<file path="config.mk">
export PLATFORM = sky130hd
export DESIGN_NAME = exec_pipeline
export DESIGN_NICKNAME = d
export VERILOG_FILES = /design/src/rtl/exec_pipeline_pkg.sv /design/src/rtl/exec_pipeline_alu.sv /design/src/rtl/exec_pipeline.sv
export SDC_FILE = /design/constraint.sdc
export NUM_CORES = 2
export LEC_CHECK = 0
export CORE_MARGIN = 2
export CORE_UTILIZATION = 55
export CTS_CLUSTER_SIZE = 16
export DETAILED_ROUTE_END_ITERATION = 10
export PLACE_DENSITY = 0.8
export RECOVER_POWER = 25
export SYNTH_ARGS = -nofsm -noshare
export SYNTH_HDL_FRONTEND = slang
export SYNTH_SLANG_ARGS = --single-unit
</file>
<file path="constraint.sdc">
create_clock -name clk -period 12.1 [get_ports clk]
set_input_delay 1.815 -clock clk [delete_from_list [all_inputs] [get_ports clk]]
set_output_delay 1.815 -clock clk [all_outputs]
set_load 0.005 [all_outputs]
</file>
<file path="src/rtl/exec_pipeline_pkg.sv">
// Shared types for the execute pipeline: ALU operation codes, boolean and
// register-address typedefs.
package exec_pipeline_pkg;

  typedef enum logic [3:0] {
    ALU_ADD  = 4'd0,
    ALU_SUB  = 4'd1,
    ALU_AND  = 4'd2,
    ALU_OR   = 4'd3,
    ALU_XOR  = 4'd4,
    ALU_SLL  = 4'd5,
    ALU_SRL  = 4'd6,
    ALU_SRA  = 4'd7,
    ALU_SLT  = 4'd8,
    ALU_SLTU = 4'd9
  } alu_op_t;

  typedef logic bool_t;

  localparam int REG_AW = 5;
  typedef logic [REG_AW-1:0] reg_addr_t;

endpackage

</file>
<file path="src/rtl/exec_pipeline_alu.sv">
// Combinational ALU; arithmetic wraps modulo 2^XLEN and shifts use the low
// $clog2(XLEN) bits of operand B.
module alu
  import exec_pipeline_pkg::*;
#(
  parameter int XLEN = 32
) (
  input  alu_op_t           i_op,
  input  logic [XLEN-1:0]   i_a,
  input  logic [XLEN-1:0]   i_b,
  output logic [XLEN-1:0]   o_y
);

  localparam int SHW = $clog2(XLEN);

  logic [SHW-1:0] w_shamt;
  assign w_shamt = i_b[SHW-1:0];

  // Result select by operation
  always_comb begin
    o_y = '0;
    case (i_op)
      ALU_ADD:  o_y = i_a + i_b;
      ALU_SUB:  o_y = i_a - i_b;
      ALU_AND:  o_y = i_a & i_b;
      ALU_OR:   o_y = i_a | i_b;
      ALU_XOR:  o_y = i_a ^ i_b;
      ALU_SLL:  o_y = i_a << w_shamt;
      ALU_SRL:  o_y = i_a >> w_shamt;
      ALU_SRA:  o_y = $unsigned($signed(i_a) >>> w_shamt);
      ALU_SLT:  o_y = {{(XLEN-1){1'b0}}, ($signed(i_a) < $signed(i_b))};
      ALU_SLTU: o_y = {{(XLEN-1){1'b0}}, (i_a < i_b)};
      default:  o_y = '0;
    endcase
  end

endmodule

</file>
<file path="src/rtl/exec_pipeline.sv">
// Two-stage execute pipeline (ID/EX, EX/WB) with full operand forwarding,
// register file, ebreak halt handling and a retire counter.
module exec_pipeline
  import exec_pipeline_pkg::*;
#(
  parameter int XLEN  = 32,
  parameter int NREGS = 32,
  parameter int CNT_W = 32,
  localparam int AW   = $clog2(NREGS)
) (
  input  logic              clk,
  input  logic              rst_n,
  input  logic              in_valid,
  output logic              in_ready,
  input  alu_op_t           op,
  input  logic [AW-1:0]     dst,
  input  logic [AW-1:0]     src1,
  input  logic [AW-1:0]     src2,
  input  logic              has_immediate,
  input  logic [XLEN-1:0]   imm,
  input  logic              ebreak,
  output logic              wb_valid,
  output logic [AW-1:0]     wb_dst,
  output logic [XLEN-1:0]   wb_data,
  output logic              halted,
  output logic [CNT_W-1:0]  retired,
  input  logic [AW-1:0]     dbg_addr,
  output logic [XLEN-1:0]   dbg_data
);

  typedef logic [XLEN-1:0] word_t;

  word_t          r_regs [NREGS];
  bool_t          r_idex_valid, r_idex_ebreak;
  alu_op_t        r_idex_op;
  logic [AW-1:0]  r_idex_dst;
  word_t          r_idex_a, r_idex_b;
  bool_t          r_exwb_valid, r_exwb_ebreak;
  logic [AW-1:0]  r_exwb_dst;
  word_t          r_exwb_data;
  bool_t          r_halting, r_halted;
  logic [CNT_W-1:0] r_retired;

  word_t w_alu_y, w_src1_val, w_src2_val;
  logic  w_accept, w_wb_valid;

  alu #(.XLEN(XLEN)) u_alu (
    .i_op (r_idex_op),
    .i_a  (r_idex_a),
    .i_b  (r_idex_b),
    .o_y  (w_alu_y)
  );

  // Youngest producer wins; x0 is hard zero even if an in-flight entry targets it.
  function automatic word_t fwd(input logic [AW-1:0] src);
    if (src == '0) begin
      return '0;
    end else if (r_idex_valid && !r_idex_ebreak && (r_idex_dst == src)) begin
      return w_alu_y;
    end else if (r_exwb_valid && !r_exwb_ebreak && (r_exwb_dst == src)) begin
      return r_exwb_data;
    end else begin
      return r_regs[src];
    end
  endfunction

  assign in_ready   = rst_n & ~r_halting;
  assign w_accept   = in_valid & in_ready;
  assign w_wb_valid = r_exwb_valid & ~r_exwb_ebreak;

  // Operand selection at acceptance
  always_comb begin
    w_src1_val = fwd(src1);
    w_src2_val = '0;
    if (has_immediate) begin
      w_src2_val = imm;
    end else begin
      w_src2_val = fwd(src2);
    end
  end

  // ID/EX stage register; idle edges load a bubble
  always_ff @(posedge clk or negedge rst_n) begin
    if (!rst_n) begin
      r_idex_valid  <= 1'b0;
      r_idex_ebreak <= 1'b0;
      r_idex_op     <= ALU_ADD;
      r_idex_dst    <= '0;
      r_idex_a      <= '0;
      r_idex_b      <= '0;
    end else begin
      r_idex_valid <= w_accept;
      if (w_accept) begin
        r_idex_ebreak <= ebreak;
        r_idex_op     <= op;
        r_idex_dst    <= dst;
        r_idex_a      <= w_src1_val;
        r_idex_b      <= w_src2_val;
      end
    end
  end

  // EX/WB stage register
  always_ff @(posedge clk or negedge rst_n) begin
    if (!rst_n) begin
      r_exwb_valid  <= 1'b0;
      r_exwb_ebreak <= 1'b0;
      r_exwb_dst    <= '0;
      r_exwb_data   <= '0;
    end else begin
      r_exwb_valid  <= r_idex_valid;
      r_exwb_ebreak <= r_idex_ebreak;
      r_exwb_dst    <= r_idex_dst;
      r_exwb_data   <= w_alu_y;
    end
  end

  // Halt tracking and retire counter
  always_ff @(posedge clk or negedge rst_n) begin
    if (!rst_n) begin
      r_halting <= 1'b0;
      r_halted  <= 1'b0;
      r_retired <= '0;
    end else begin
      r_halting <= r_halting | (w_accept & ebreak);
      r_halted  <= r_halted | (r_exwb_valid & r_exwb_ebreak);
      r_retired <= r_retired + {{(CNT_W-1){1'b0}}, w_wb_valid};
    end
  end

  // Register file write-back; x0 writes are dropped
  always_ff @(posedge clk or negedge rst_n) begin
    if (!rst_n) begin
      for (int i = 0; i < NREGS; i++) r_regs[i] <= '0;
    end else if (w_wb_valid && (r_exwb_dst != '0)) begin
      r_regs[r_exwb_dst] <= r_exwb_data;
    end
  end

  assign wb_valid = w_wb_valid;
  assign wb_dst   = r_exwb_dst;
  assign wb_data  = r_exwb_data;
  assign halted   = r_halted;
  assign retired  = r_retired;
  assign dbg_data = (dbg_addr == '0) ? '0 : r_regs[dbg_addr];

endmodule

</file>
Fig. 1: sizing map
Bar = 100 µm.
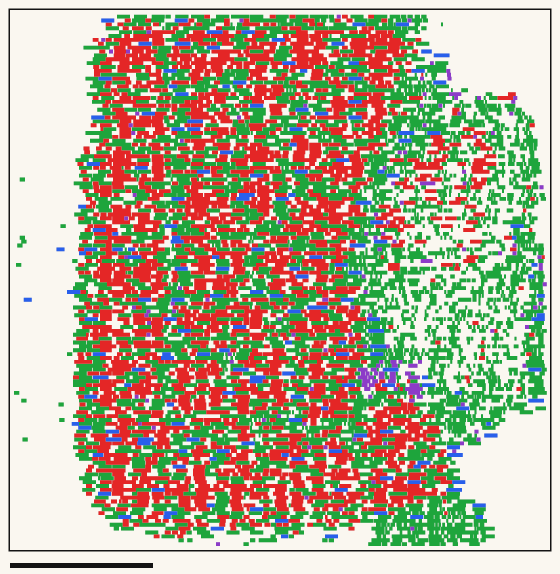
green -> _0 and _1 cells  # cells 3056, share 56%
blue -> _6 and larger  # cells 180, share 3.3%
purple -> _3 and _4 cells  # cells 153, share 2.8%
red -> _2 cells  # cells 2081, share 38%
final worst slack: 3.64 ns
Layout area overhead: 9.14%
number of non-clock buffers in the layout: 287

Fig. 2: sequential cells colored by netlist name
Bar = 100 µm.
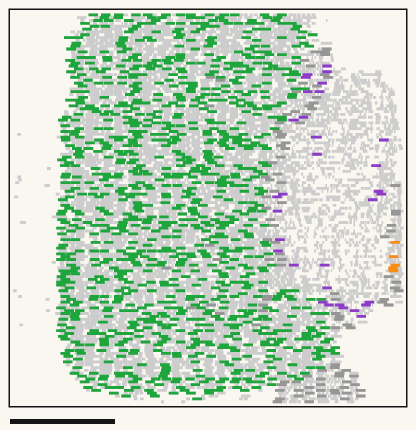
orange -> wb_dst  # flops 5
green -> r_regs  # flops 1024
purple -> r_idex_b  # flops 32
not colored = 111
fin util: 60.5%
Seq area share: 34.8%
sequential power: 5.41 mW
register area: 29300 µm²

Fig. 3: cell classes on the final placement
Bar = 100 µm.
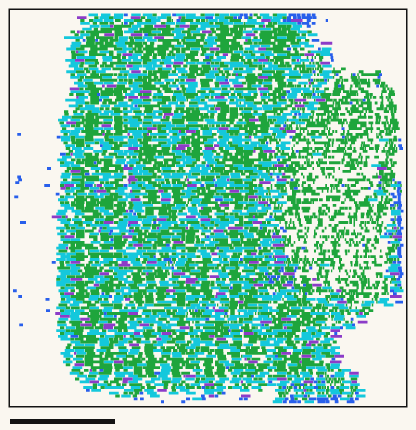
cyan -> sequential cells  # cells 1172, share of their area 36%
green -> combinational and other logic  # cells 3792, share of their area 56%
blue -> remaining buffers and delay cells  # cells 287, share of their area 3.2%
purple -> clock drivers and dummy loads  # cells 219, share of their area 5.1%
row count: 137
core area: 139000 µm²
design area: 84200 µm²

Fig. 4: track usage over the die
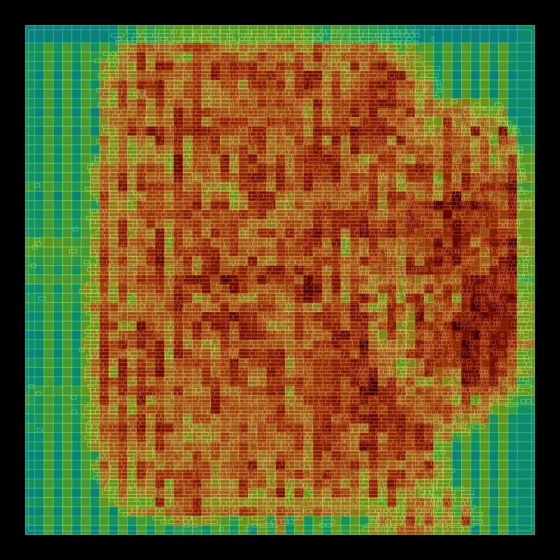
All-Layer GR Usage: 36.9%
met3 usage: 13.6%
Top Usage Layer GRT: met2
grt met2 use: 53.6%
GR Util met1: 47.7%

==> changes_impl.md <==
## Implementation

- # Cells Yosys: 5573
- Psw: 5.36 mW
- Post-CTS setup buffer count: 0
- Syn_nets: between 5k and 6k
- Outcome: finished with violations
- Max_slew headroom: -220%
- Synth Seq Share: between 30% and 40%
- Tool warnings: ~95
- Slew Limit Fails: 527
- # Max-Cap Violations: 11
- Reg-to-Reg Start: r_idex_b[1]
- Lkg Pwr: about 37 nW
- Vias in the first global route: ~56k
- Sw Ratio: 37.6%
- DRT iter0 DRCs: 8088
- Skew final: around 0.036 ns
- Critical path's slowest cell: clkbuf_1
- Sequential fraction of design power: between 30 and 40%
- Hold Violations, Final: 0
- Cycle use final: 69.9%
- Chip Area, Yosys: a little under 80000 µm²
- Post-CTS sizing: 0
- Async SR Flop Fraction: 100%
- Initial antenna violation count: 6
- Failing checks: capacitance limit, slew limit
- Critical Path RT: about 13 ns
- Clock Latency Late Sink: roughly 0.78 ns
- WL final: 262000 µm
- Mapped cell area: about 77000 µm²
- Worst setup SP type: primary input
- Final TNS setup: 0 ns
- Hold WS: 0.410 ns
## power by group through the flow
stage / sequential, mW / combinational [mW] / clock (mW)
2_1_floorplan: 4.98 / 3.37 / 0
3_3_place_gp: 5.35 / 4.63 / 0
3_5_place_dp: 5.41 / 4.71 / 0
4_1_cts: 5.35 / 4.75 / 3.99
5_1_grt: 5.48 / 5.14 / 4.16
6_report: 5.41 / 4.90 / 3.97
## kinds of logic after synthesis
kind of cell / Yosys count / synth area share (%)
buffers and inverters: 738 / 3.67
muxes: 2165 / 46.3
AOI/OAI and AO/OA: 642 / 5.60
DFF: 1172 / 38.0
adders and majority gates: 101 / 1.66
and+or+nand+nor: 699 / 4.10
xor gates and xnor gates: 56 / 0.635
## sequential cells by signal, indices dropped and copies added, names as in the netlist, 4 cells and up
name / flops
r_regs: 1024
r_idex_a: 32
r_idex_b: 32
retired: 32
wb_data: 32
r_idex_dst: 5
wb_dst: 5
r_idex_op: 4
## per-layer routing
| layer | GRT usage, % | vias up | wire length [µm] |
|---|---|---|---|
| li1 | - | 21600 | - |
| met1 | 47.7 | 29100 | 91700 |
| met2 | 53.6 | 4253 | 116000 |
| met3 | 13.6 | 991 | 36200 |
| met4 | 21.1 | 6 | 17500 |
| met5 | 0.686 | - | 161 |
## final cells by class
class	count	area share (%)
tap	1876	2.79
clock inverter	52	0.988
timing repair buffer	287	3.09
inverter	129	0.575
clock buffer	167	3.96
sequential	1172	34.8
antenna	5	0.0149
multi-input combinational	3663	53.8
## cells in the final DEF, fill, tap and decap left out, types with 10 or more instances in the layout
cell,Yosys,routed
clkbuf_16,0,117
a211oi_1,33,33
a31oi_1,35,35
nand4_1,14,14
nor3_1,34,33
mux2i_1,135,135
clkbuf_1,435,39
clkinv_2,0,17
nor4_1,19,18
a22oi_1,10,10
xor2_1,22,22
o21a_1,12,12
bufinv_16,0,17
and3_1,20,20
a221o_1,17,17
a21oi_1,144,144
nand2_4,0,11
nand3_1,54,51
dfrtp_1,1172,1169
a221oi_1,19,19
clkdlybuf4s50_1,0,148
o221ai_1,49,49
buf_4,2,114
o21ai_0,139,139
xnor2_1,34,34
o211ai_1,38,38
mux4_2,1020,1020
inv_1,125,125
a211o_1,14,14
a21o_1,20,20
ha_1,99,99
mux2_2,1005,1003
nor2_4,0,15
clkbuf_8,0,22
or2_2,11,11
o31ai_1,14,14
nand2_1,244,229
o22ai_1,17,17
nor2_1,227,212
nor2b_1,16,16
## worst max-delay path: cells and delay by family
kind	cells	cell delay (ns)
buf+inv	3	7.16
## worst max-delay path by stage
stage / to / slack, ns / cells after the start
after floorplan: dbg_data[10] / 6.09 / 7
after global placement: dbg_data[15] / 4.68 / 7
after detailed placement: dbg_data[15] / 4.64 / 7
after CTS: dbg_data[15] / 4.64 / 7
after global routing: r_regs[281] / 2.39 / 3
final: r_regs[281] / 3.64 / 3
Power figures rest on the tool's default switching activity, not on a simulated workload.
